$ cat config.mk
export PLATFORM = sky130hd
export DESIGN_NAME = data_mem_bridge
export DESIGN_NICKNAME = d
export VERILOG_FILES = /design/src/rtl/riscv_mem_pkg.sv /design/src/rtl/mem_lane_align.sv /design/src/rtl/data_mem_bridge.sv
export SDC_FILE = /design/constraint.sdc
export NUM_CORES = 1
export LEC_CHECK = 0
export CAP_MARGIN = 20
export CORE_MARGIN = 10
export CORE_UTILIZATION = 38
export CTS_BUF_LIST = sky130_fd_sc_hd__clkbuf_16
export DETAILED_ROUTE_END_ITERATION = 10
export GPL_TIMING_DRIVEN = 0
export PLACE_DENSITY = 0.8
export SLEW_MARGIN = 0
export SYNTH_ARGS = -nofsm -noshare
export SYNTH_HDL_FRONTEND = slang
export SYNTH_SLANG_ARGS = --single-unit
$ cat constraint.sdc
create_clock -name clk -period 4.2 [get_ports clk]
set_input_delay 0.63 -clock clk [delete_from_list [all_inputs] [get_ports clk]]
set_output_delay 0.63 -clock clk [all_outputs]
set_load 0.1 [all_outputs]
$ cat src/rtl/riscv_mem_pkg.sv
// -----------------------------------------------------------------------------
// riscv_mem_pkg
//   Shared types and helpers for the data-side memory bridge.
//   - state_t      : bridge FSM states (IDLE, REQ, WAIT_RSP, DONE)
//   - SIZE_B/H/W   : MEM-stage size masks (byte, half, word)
//   - size_kind_t  : decoded access width; undefined masks decode as word
//   - lane_*       : byte-enable generation, store replication, load
//                    extraction and misalignment detection
// -----------------------------------------------------------------------------
package riscv_mem_pkg;

    typedef enum logic [1:0] {
        ST_IDLE,
        ST_REQ,
        ST_WAIT_RSP,
        ST_DONE
    } state_t;

    localparam logic [3:0] SIZE_B = 4'b0001;
    localparam logic [3:0] SIZE_H = 4'b0011;
    localparam logic [3:0] SIZE_W = 4'b1111;

    typedef enum logic [1:0] {
        SZ_BYTE,
        SZ_HALF,
        SZ_WORD
    } size_kind_t;

    function automatic size_kind_t decode_size(input logic [3:0] size);
        case (size)
            SIZE_B:  return SZ_BYTE;
            SIZE_H:  return SZ_HALF;
            SIZE_W:  return SZ_WORD;
            default: return SZ_WORD;  // unknown masks behave as a full word
        endcase
    endfunction

    function automatic logic [3:0] lane_be(input size_kind_t kind, input logic [1:0] off);
        case (kind)
            SZ_BYTE: return 4'b0001 << off;
            SZ_HALF: return off[1] ? 4'b1100 : 4'b0011;
            default: return 4'b1111;
        endcase
    endfunction

    function automatic logic [31:0] lane_wdata(input size_kind_t kind, input logic [31:0] wdata);
        case (kind)
            SZ_BYTE: return {4{wdata[7:0]}};
            SZ_HALF: return {2{wdata[15:0]}};
            default: return wdata;
        endcase
    endfunction

    function automatic logic [31:0] lane_extract(input size_kind_t kind, input logic [1:0] off,
                                                 input logic [31:0] rdata);
        case (kind)
            SZ_BYTE: begin
                case (off)
                    2'd0:    return {24'b0, rdata[7:0]};
                    2'd1:    return {24'b0, rdata[15:8]};
                    2'd2:    return {24'b0, rdata[23:16]};
                    default: return {24'b0, rdata[31:24]};
                endcase
            end
            SZ_HALF: return off[1] ? {16'b0, rdata[31:16]} : {16'b0, rdata[15:0]};
            default: return rdata;
        endcase
    endfunction

    function automatic logic lane_misaligned(input size_kind_t kind, input logic [1:0] off);
        return ((kind == SZ_HALF) && off[0]) || ((kind == SZ_WORD) && (off != 2'b00));
    endfunction

endpackage

$ cat src/rtl/mem_lane_align.sv
// -----------------------------------------------------------------------------
// mem_lane_align (combinational)
//   Byte-lane alignment between the MEM stage and a 32-bit data bus.
//   Optional feature macro: MISALIGN_TRAP_EN (flags misaligned half/word).
//   Ports:
//     addr_lo_i  [1:0]  byte offset within the word
//     size_i     [3:0]  size mask (0001 byte, 0011 half, else word)
//     wdata_i    [31:0] right-justified store data
//     rdata_i    [31:0] raw bus read word
//     be_o       [3:0]  byte enables
//     wdata_o    [31:0] lane-replicated store data
//     rdata_o    [31:0] right-justified, zero-filled load data
//     misalign_o        access violates its natural alignment
// -----------------------------------------------------------------------------
module mem_lane_align
    import riscv_mem_pkg::*;
(
    input  logic [1:0]  addr_lo_i,
    input  logic [3:0]  size_i,
    input  logic [31:0] wdata_i,
    input  logic [31:0] rdata_i,
    output logic [3:0]  be_o,
    output logic [31:0] wdata_o,
    output logic [31:0] rdata_o,
    output logic        misalign_o
);

    size_kind_t kind;

    assign kind    = decode_size(size_i);
    assign be_o    = lane_be(kind, addr_lo_i);
    assign wdata_o = lane_wdata(kind, wdata_i);
    assign rdata_o = lane_extract(kind, addr_lo_i, rdata_i);

`ifdef MISALIGN_TRAP_EN
    assign misalign_o = lane_misaligned(kind, addr_lo_i);
`else
    // Sub-size low address bits are simply ignored, so nothing is misaligned.
    assign misalign_o = 1'b0;
`endif

endmodule

$ cat src/rtl/data_mem_bridge.sv
// -----------------------------------------------------------------------------
// data_mem_bridge
//   Data-side bridge between the MEM stage and a wait-state data memory.
//   Aligns byte lanes, runs the req/gnt/rvalid handshake and stalls the
//   pipeline until the access completes. Optional feature macro:
//   MISALIGN_TRAP_EN (misaligned half/word accesses skip the bus and flag
//   o_misalign in the DONE cycle).
//   Parameter TIMEOUT_CYCLES: cycles allowed in REQ/WAIT_RSP before a bus
//   error (0 disables the timeout).
//   Ports:
//     clk, rst                 clock, asynchronous active-high reset
//     i_ma_addr/wdata/size     MEM-stage access
//     i_ma_rd_en/wr_en         load / store request (both high = store)
//     o_rdata                  right-justified load data (valid in DONE)
//     o_stall                  pipeline stall
//     o_misalign, o_bus_err    one-cycle flags in the DONE cycle
//     o_bus_req/we/addr/be/wdata  bus request side
//     i_bus_gnt, i_bus_rvalid, i_bus_rdata  bus grant / response
// -----------------------------------------------------------------------------
module data_mem_bridge
    import riscv_mem_pkg::*;
#(
    parameter int unsigned TIMEOUT_CYCLES = 255
)(
    input  logic        clk,
    input  logic        rst,
    input  logic [31:0] i_ma_addr,
    input  logic [31:0] i_ma_wdata,
    input  logic [3:0]  i_ma_size,
    input  logic        i_ma_rd_en,
    input  logic        i_ma_wr_en,
    output logic [31:0] o_rdata,
    output logic        o_stall,
    output logic        o_misalign,
    output logic        o_bus_err,
    output logic        o_bus_req,
    output logic        o_bus_we,
    output logic [31:0] o_bus_addr,
    output logic [3:0]  o_bus_be,
    output logic [31:0] o_bus_wdata,
    input  logic        i_bus_gnt,
    input  logic        i_bus_rvalid,
    input  logic [31:0] i_bus_rdata
);

    localparam int unsigned   CNT_W      = (TIMEOUT_CYCLES > 1) ? $clog2(TIMEOUT_CYCLES + 1) : 1;
    localparam logic [CNT_W-1:0] CNT_LIMIT = CNT_W'(TIMEOUT_CYCLES);
    localparam bit            TIMEOUT_EN = (TIMEOUT_CYCLES != 0);

    logic        acc;
    logic        is_wr;
    logic [3:0]  lane_be_w;
    logic [31:0] lane_wdata_w;
    logic [31:0] lane_rdata_w;
    logic        misalign_hit;

    state_t           state_q, state_d;
    logic [CNT_W-1:0] cnt_q, cnt_d, cnt_inc;
    logic [31:0]      hold_q, hold_d;
    logic             mis_q, mis_d;
    logic             err_q, err_d;
    logic             req;
    logic             timeout_hit;

    assign acc   = i_ma_rd_en | i_ma_wr_en;
    assign is_wr = i_ma_wr_en;  // a simultaneous read request is dropped

    mem_lane_align u_align (
        .addr_lo_i  (i_ma_addr[1:0]),
        .size_i     (i_ma_size),
        .wdata_i    (i_ma_wdata),
        .rdata_i    (i_bus_rdata),
        .be_o       (lane_be_w),
        .wdata_o    (lane_wdata_w),
        .rdata_o    (lane_rdata_w),
        .misalign_o (misalign_hit)
    );

    // cnt_inc is the number of cycles spent in REQ/WAIT_RSP including this one.
    assign cnt_inc     = cnt_q + CNT_W'(1);
    assign timeout_hit = TIMEOUT_EN && (cnt_inc == CNT_LIMIT);

    always_comb begin
        // NOTE: every signal driven here gets a default first, so no path
        // leaves one unassigned and no latch is inferred.
        state_d = state_q;
        cnt_d   = cnt_q;
        hold_d  = hold_q;
        mis_d   = 1'b0;
        err_d   = 1'b0;
        req     = 1'b0;

        case (state_q)
            ST_IDLE: begin
                if (acc) begin
                    hold_d = '0;
                    cnt_d  = '0;
                    if (misalign_hit) begin
                        mis_d   = 1'b1;
                        state_d = ST_DONE;
                    end else begin
                        req = 1'b1;
                        if (i_bus_gnt) state_d = is_wr ? ST_DONE : ST_WAIT_RSP;
                        else           state_d = ST_REQ;
                    end
                end
            end

            ST_REQ: begin
                req   = 1'b1;
                cnt_d = cnt_inc;
                // A grant in the final allowed cycle still wins over the timeout.
                if (i_bus_gnt) begin
                    cnt_d   = '0;
                    state_d = is_wr ? ST_DONE : ST_WAIT_RSP;
                end else if (timeout_hit) begin
                    err_d   = 1'b1;
                    hold_d  = '0;
                    state_d = ST_DONE;
                end
            end

            ST_WAIT_RSP: begin
                cnt_d = cnt_inc;
                if (i_bus_rvalid) begin
                    hold_d  = lane_rdata_w;
                    state_d = ST_DONE;
                end else if (timeout_hit) begin
                    err_d   = 1'b1;
                    hold_d  = '0;
                    state_d = ST_DONE;
                end
            end

            ST_DONE: state_d = ST_IDLE;

            default: state_d = ST_IDLE;
        endcase
    end

    always_ff @(posedge clk or posedge rst) begin
        if (rst) begin
            // NOTE: the hold register is reset too because o_rdata exposes it
            // and must read as zero out of reset.
            state_q <= ST_IDLE;
            cnt_q   <= '0;
            hold_q  <= '0;
            mis_q   <= 1'b0;
            err_q   <= 1'b0;
        end else begin
            // NOTE: non-blocking assignments so every register samples the
            // pre-edge values regardless of statement order.
            state_q <= state_d;
            cnt_q   <= cnt_d;
            hold_q  <= hold_d;
            mis_q   <= mis_d;
            err_q   <= err_d;
        end
    end

    // Request and stall are combinational from the IDLE state, so they are
    // masked while reset is held to keep the bus quiet during a flush.
    assign o_bus_req   = req & ~rst;
    assign o_bus_we    = o_bus_req & is_wr;
    assign o_bus_be    = o_bus_req ? lane_be_w : 4'b0000;
    assign o_bus_addr  = {i_ma_addr[31:2], 2'b00};
    assign o_bus_wdata = lane_wdata_w;

    assign o_stall    = acc & (state_q != ST_DONE) & ~rst;
    assign o_rdata    = (state_q == ST_DONE) ? hold_q : 32'h0;
    assign o_misalign = mis_q;
    assign o_bus_err  = err_q;

endmodule

run_1/clock_nets.png
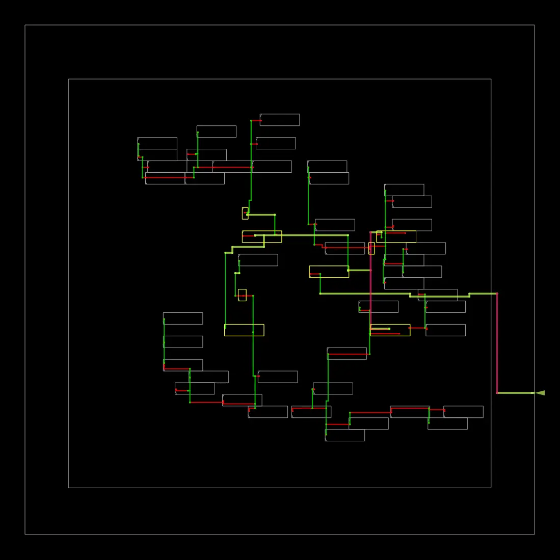
number of buffers created by CTS: 5
CTS Sinks: 43
sequential cell count of the final layout: 43

run_1/m2.png
Scale: 3 px per micron.
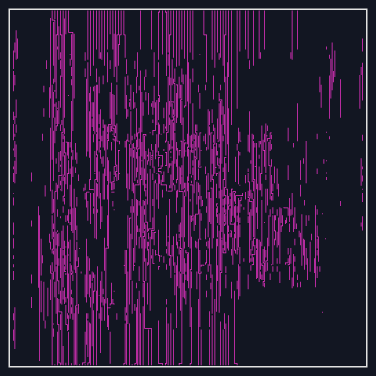
wire length on this layer: 7,490 microns
longest straight run: 56.4 microns
nets with wire on the layer: 646
via count: 4,165
met2 global-route usage: 36.2%
aggregate routed wire length: 14.7 mm

run_1/util_map.png
Scale: 3 px per micron. 12 x 12 tiles, from black (low) to pale yellow (high), 0 to 100% covered.
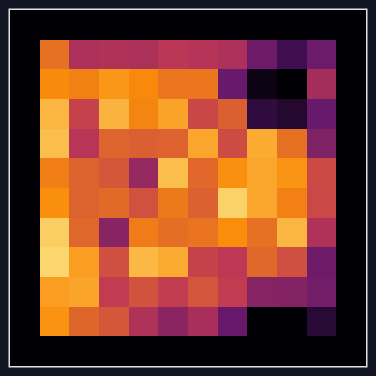
nearly empty tiles: 33%
fullest tile: 91%
densest ninth of the die: centre
starting density of the core: 39.5%
share of the core filled with cells in the final layout: 61.1%

run 1: worst max-delay path: cells and delay by family:
kind / cells / cell delay (ps)
buffers and inverters: 4 / 1740
AND/OR/NAND/NOR: 2 / 780
multiplexers: 1 / 260
run 1: synth_stat cells, drive strengths merged, types with 5 or more instances:
cell type and count:
nand2 66, buf 53, dfrtp 43, o21ai 39, and2 35, a21oi 29
clkbuf 20, o31ai 18, a22o 17, nor2 15, inv 14, mux2i 12
nand3 10, mux2 9, a21o 6, a31oi 6, ha 6, nor3 6
o2bb2ai 6, nor2b 5
run 1: layout make-up:
class	instances	area share, %
Multi-Input combinational cell	336	36.9
Buffer	73	8.14
Clock buffer	5	2.18
Tap cell	129	2.82
Clock inverter	3	0.218
Inverter	14	0.917
Timing Repair Buffer	176	30.1
Sequential cell	43	18.8
==> Changelog: implementation, run 1 <==
### Physical design

- Run status: completed
- Die ar.: 14,100 sq um
- Number of standard cells after synthesis: approximately 460
- Final non-filler cell area: approximately 5700 sq um
- Post-layout period usage: roughly 96%
- Syn-to-layout area delta: 54.9%
- Wl on met1: approximately 5.4 mm
- Worst setup startpoint: i_ma_size[0]
- Worst slew margin relative to its limit: 31.4%
- Area fraction in full adders, half adders and majority gates: between 2 and 2.5%
- Slowest stage cell, crit path: dlygate4sd2_1
- Number of antenna violations at the first check in global routing: 0
- Pre-CTS WS: -389 ps
- Sw Pwr: roughly 1.5 mW
- Count of warning messages emitted by the tools: 32
- Cell count listed in synth_stat.txt: approximately 460
- Maximum buffer depth of the clock tree: 2
- FF-to-FF End: hold_q[13]
- Topmost layer with routed signal wires: met4
- Met3 Usage GRT: under 10%
- Part of the total power dissipated in combinational logic: 66.3%
- Post-synthesis sequential area ratio: between 20% and 30%
- Largest vdd supply drop: 309 uV
- Cell count of the worst reg-to-reg path: 9
- Post-Synth AOI/OAI Area: a little over a quarter
- Pwr Total: 2.78 mW
- Critical Path End Type: primary output
- Worst setup slack after layout: roughly 170 ps
- Most used cells in the layout excluding fill and tap cells: 149 x clkdlybuf4s50_1, 66 x nand2_1, 43 x dfrtp_1
- Reg2reg start: state_q[1]
- Slew @ Worst Pin: 1030 ps
- Hold-critical path depth: 1
- Diodes inserted: 0
- Unrepaired setup endpoints after global routing: no
- Clk Latency, worst-skew pair: 290 ps
- Count of pins on the block boundary: ~210
- Number of detailed-route iterations in the first pass: 5
- Share of synthesized area spent on multiplexers: 5.99%
- Global-route wire length before repair: 23.1 mm
- Count of final hold-check violations: 0
- Post-synthesis register bit count: 43
- Sink of the worst hold path: hold_q[13]
- Gr ovfl total: 0
- Critical Path Start Type: input pin
- Sequential cell fraction of total power: 20.5%
- Max Cap Violations: 0
- WL per Instance: 18.9 microns
- Cell types occupying the most area after synthesis: dfrtp_1 29%, buf_4 8.5%, nand2_1 6.7%, and2_1 5.7%, o21ai_0 4.6%
- Cell total after placement: 771
- Htree depth: 2
- Power per cell area: 486 nW/um^2
- YS warnings: 0
- Peak-usage layer in the global routing report: met2
- Xor and xnor area share after synthesis: 0%
- Placement Cell Area: 5630 sq um
- Number of port buffers: about 180
- Worst hold slack across all endpoints: 470 ps
- Simple-gate share of the synthesized area: 22.0%
- Average cell area after synthesis: around 8 sq um
- Final setup violation count: 0
- Number of flip-flops under the largest register name: 32
- Total internal power: 1.26 mW
- Clock tree from TritonCTS: built
- Maximum clock skew at final layout: 5.06 ps
- Register with the most flip-flops: hold_q
- Peak clock frequency supported by timing: 248 MHz
- Routed wl met3: 1.66 mm
- Floorplan Core Area: 9370 sq um
- Top power consumer group: combinational cells
- Layout cells sized above 1: around 15%
- Largest registers: hold_q x32, cnt_q x8, state_q x2
- Global-route met1 utilization: approximately a fifth
- Top logic cell by instance count in the layout: clkdlybuf4s50_1
- Top FF cell, synth: dfrtp_1
- Critical path class: in2out
- CTS clk-pin slew, worst paths: 60 ps
- Row count: 35
- Resize count post-CTS: 60
- Number of pins exceeding their max-slew limit in the final report: 0
- R2R setup slack: between 1500 and 2000 ps
- Area used by multi-input combinational logic: about 2100 sq um
- Area of the synthesized netlist per yosys stat: between 3000 and 4000 sq um
- Final total negative setup slack: 0 ps
- Worst EP required: 3570 ps
- Clock-net power: 0.367 mW
- Cell-by-cell listing of the critical path: clkdlybuf4s50_1 > or3b_1 > buf_2 > clkbuf_1 > nor2_2 > mux2_2 > dlygate4sd2_1
- Amount of wire on met2 after detailed routing: 7.49 mm
- Yosys top cell by area: dfrtp_1
- Layout filler cell count: 845
- Final layout net count: 761
- Synthesized area: 3700 sq um
- Post-cts hold buffer count: 0
- Number of global-route vias before repair: ~4,300
- Via density per instance: 5.35
- DRC violation total after the first TritonRoute iteration: 273
- Clock network fraction of design power: 13.2%
- Buffers inserted during post-CTS setup optimization: 0
- Number of library cell types mapped by synthesis: 53
- Largest net degree at the start of global routing: 44
- Tightest Hold Check Type: reg2reg
- Combinational power: 1.84 mW
- Finished Layout Cells: between 700 and 800
- Die width: approximately 120 microns
- Die height: about 120 microns
- Top fanout value on the critical path: 10
- HPWL after detailed placement: 12.4 mm
- Peak per-stage delay on the critical path: between 800 and 900 ps
- Net switching share of the total power: 54.6%
- Combinational family with the most area after synthesis: AND-OR/OR-AND gates
- Share of flip-flops with an asynchronous set or reset: 100%
- Sequential logic power: approximately 0.57 mW
- ANT nets after route: 0
- Root Driver: clkbuf_16
- Hold path startpoint: hold_q[13]
- Total area of sequential cells: 1080 sq um
- Gpl congestion: 0.912
- Drc violations: 0
- Time the final worst path needs with I/O delays and setup: a little over 4000 ps
- Static leakage: 2.53 nW
- Post-synth tally of flip-flops with integrated enable: 0
- Arrival time reported for the critical path endpoint: 3400 ps
- GRT Total Usage: between 10% and 20%
- CP Capture Point: o_bus_wdata[8]
run_1/floorplan.png
Scale: 3 px per micron. Pins as bars on the die edge.
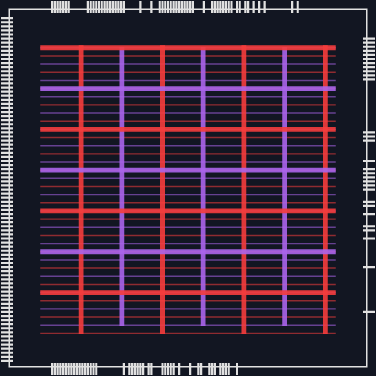

==> run 2: changes to the inputs <==
CELL_PAD_IN_SITES_DETAIL_PLACEMENT = 0   (was not set)
CELL_PAD_IN_SITES_GLOBAL_PLACEMENT = 1   (was not set)
CORE_UTILIZATION = 29   (was 38)
PLACE_DENSITY = not set   (was 0.8)
PLACE_DENSITY_LB_ADDON = 0.1   (was not set)
run_2/floorplan.png
Scale: 3 px per micron. Pins as bars on the die edge.
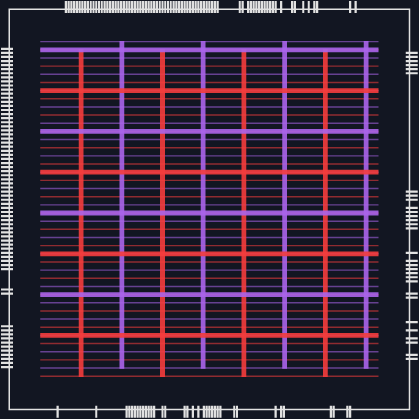
legend:
  red:
    net: VSS
  purple:
    net: VDD
met1 rails: 42
met5 straps: 8
signal pins: 211

==> Changelog: implementation, run 2 <==
### Physical design

- Slowest stage cell, crit path: clkdlybuf4s15_1
- Largest vdd supply drop: 209 uV
- Area of the synthesized netlist per yosys stat: about 3700 sq um
- Via count: 3,996
- Worst setup startpoint: i_ma_size[1]
- Tightest Hold Check Type: reg2reg
- Critical path buffers and inverters: 4
- WL per Instance: ~18 microns
- Sw Pwr: 1.54 mW
- Top fanout value on the critical path: 10
- Aggregate routed wire length: ~15 mm
- Slew @ Worst Pin: 1020 ps
- Met3 Usage GRT: 6.55%
- Maximum buffer depth of the clock tree: 2
- Number of antenna violations at the first check in global routing: 1
- Unrepaired setup endpoints after global routing: no
- Clock-net power: about 0.45 mW
- Post-synthesis sequential area ratio: 29.1%
- Critical Path Start Type: input pin
- Number of detailed-route iterations in the first pass: 4
- Dominant cell by count in the synthesized netlist: nand2_1
- Finished Layout Cells: 823
- Combinational power: 1.86 mW
- Synthesized area: 3700 sq um
- Count of pins on the block boundary: between 200 and 250
- Time the final worst path needs with I/O delays and setup: between 4000 and 5000 ps
- Top logic cell by instance count in the layout: clkdlybuf4s50_1
- GRT Total Usage: 16.4%
- Pre-CTS WS: -450 ps
- Worst hold slack across all endpoints: 474 ps
- R2R setup slack: 1700 ps
- Root Driver: clkbuf_16
- Floorplan Core Area: 12,600 sq um
- Clk Latency, worst-skew pair: 290 ps
- Clock network fraction of design power: ~16%
- Number of global-route vias before repair: 4,186
- Count of final hold-check violations: 0
- Routed wl met3: between 1 and 1.5 mm
- Maximum clock skew at final layout: 9.81 ps
- Row count: 41
- Static leakage: 2.56 nW
- Layout cells sized above 1: 15.1%
- Diodes inserted: 0
- Number of library cell types mapped by synthesis: 53
- Post-synth tally of flip-flops with integrated enable: 0
- Buffers inserted during post-CTS setup optimization: 0
- Clock tree from TritonCTS: built
- Number of standard cells after synthesis: 464
- Gr ovfl total: 0
- Die height: between 100 and 150 microns
- Cell total after placement: 815
- Yosys top cell by area: dfrtp_1
- Total internal power: 1.33 mW
- Final layout net count: approximately 760
- Number of flip-flops under the largest register name: 32
- Top FF cell, synth: dfrtp_1
- Register with the most flip-flops: hold_q
- Net switching share of the total power: 53.6%
- Resize count post-CTS: 67
- Wl on met1: approximately 6.3 mm
- Worst slew margin relative to its limit: 32.3%
- Average cell area after synthesis: 7.97 sq um
- Pwr Total: 2.88 mW
- Share of the core filled with cells in the final layout: a little under half
- Max Cap Violations: 0
- Most used cells in the layout excluding fill and tap cells: 149 x clkdlybuf4s50_1, 66 x nand2_1, 43 x dfrtp_1
- Final non-filler cell area: 5870 sq um
- Amount of wire on met2 after detailed routing: 7.27 mm
- Via density per instance: 4.86
- Largest registers: hold_q x32, cnt_q x8, state_q x2
- CTS clk-pin slew, worst paths: approximately 60 ps
- Post-synthesis register bit count: 43
- Final total negative setup slack: 0 ps
- Starting density of the core: between 20% and 30%
- Global-route met1 utilization: 20.3%
- Reg2reg start: state_q[0]
- Worst setup slack after layout: about 170 ps
- Power per cell area: 490 nW/um^2
- Run status: completed
- YS warnings: 0
- Worst EP required: 3570 ps
- Global-route wire length before repair: 23.8 mm
- Top power consumer group: combinational cells
- CTS Sinks: 43
- ANT nets after route: 0
- Post-layout period usage: a little over nine tenths
- Peak-usage layer in the global routing report: met2
- Placement Cell Area: 5700 sq um
- Cell-by-cell listing of the critical path: clkdlybuf4s50_1 > buf_1 > buf_1 > o21ai_0 > a21oi_1 > clkdlybuf4s15_1
- Critical Path End Type: primary output
- Peak per-stage delay on the critical path: 880 ps
- Die width: 133 microns
- Die ar.: 17,700 sq um
- Syn-to-layout area delta: 58.7%
- Top Family by Delay on Critical Path: buffers and inverters
- Count of warning messages emitted by the tools: 32
- Met2 global-route usage: between 20 and 30%
- Number of pins exceeding their max-slew limit in the final report: 0
- Number of port buffers: 176
- Commonest cells post-synth: 66 x nand2_1, 43 x dfrtp_1, 42 x buf_4
- Sequential logic power: 0.567 mW
- Drc violations: 0
- Sequential cell fraction of total power: 19.7%
- Share of flip-flops with an asynchronous set or reset: 100%
- Hold path startpoint: hold_q[13]
- Critical path class: in2out
- Cell count listed in synth_stat.txt: 464
- Gpl congestion: 0.836
- Cell types occupying the most area after synthesis: dfrtp_1 29%, buf_4 8.5%, nand2_1 6.7%, and2_1 5.7%, o21ai_0 4.6%
- Final setup violation count: 0
- Peak clock frequency supported by timing: 248 MHz
- Part of the total power dissipated in combinational logic: 64.6%
- Number of buffers created by CTS: 5
- Htree depth: 2
- Arrival time reported for the critical path endpoint: 3400 ps
- DRC violation total after the first TritonRoute iteration: roughly 290
- HPWL after detailed placement: 12.4 mm
- Post-cts hold buffer count: 0
- Largest net degree at the start of global routing: 36
- Topmost layer with routed signal wires: met4
## run 2: final cells by class
type,instances,area (sq um)
clock buffer,5,125
multi-input combinational,336,2110
sequential,43,1080
clock inverter,3,43.8
fill,1268,6700
tap,172,215
buffer,73,468
timing repair buffer,177,1780
inverter,14,52.6
## run 2: final timing paths
kind / end / cells past startpoint
worst max-delay path: o_bus_be[3] / 6
worst min-delay path: hold_q[13] / 1
worst max register to register: hold_q[8] / 9
worst min register to register: hold_q[13] / 1
max in group asynchronous: hold_q[5] / 3
min in group asynchronous: cnt_q[2] / 2
## run 2: kinds of logic after synthesis
group	count (synthesis)	synth area share (%)
AND/OR/NAND/NOR	160	22.0
AND-OR/OR-AND	146	26.8
buffers and inverters	87	14.0
flip-flops	43	29.1
multiplexers	21	5.99
adder cells (fa/ha/maj)	6	2.03
other	1	0.101
Power and IR drop assume default switching activity.
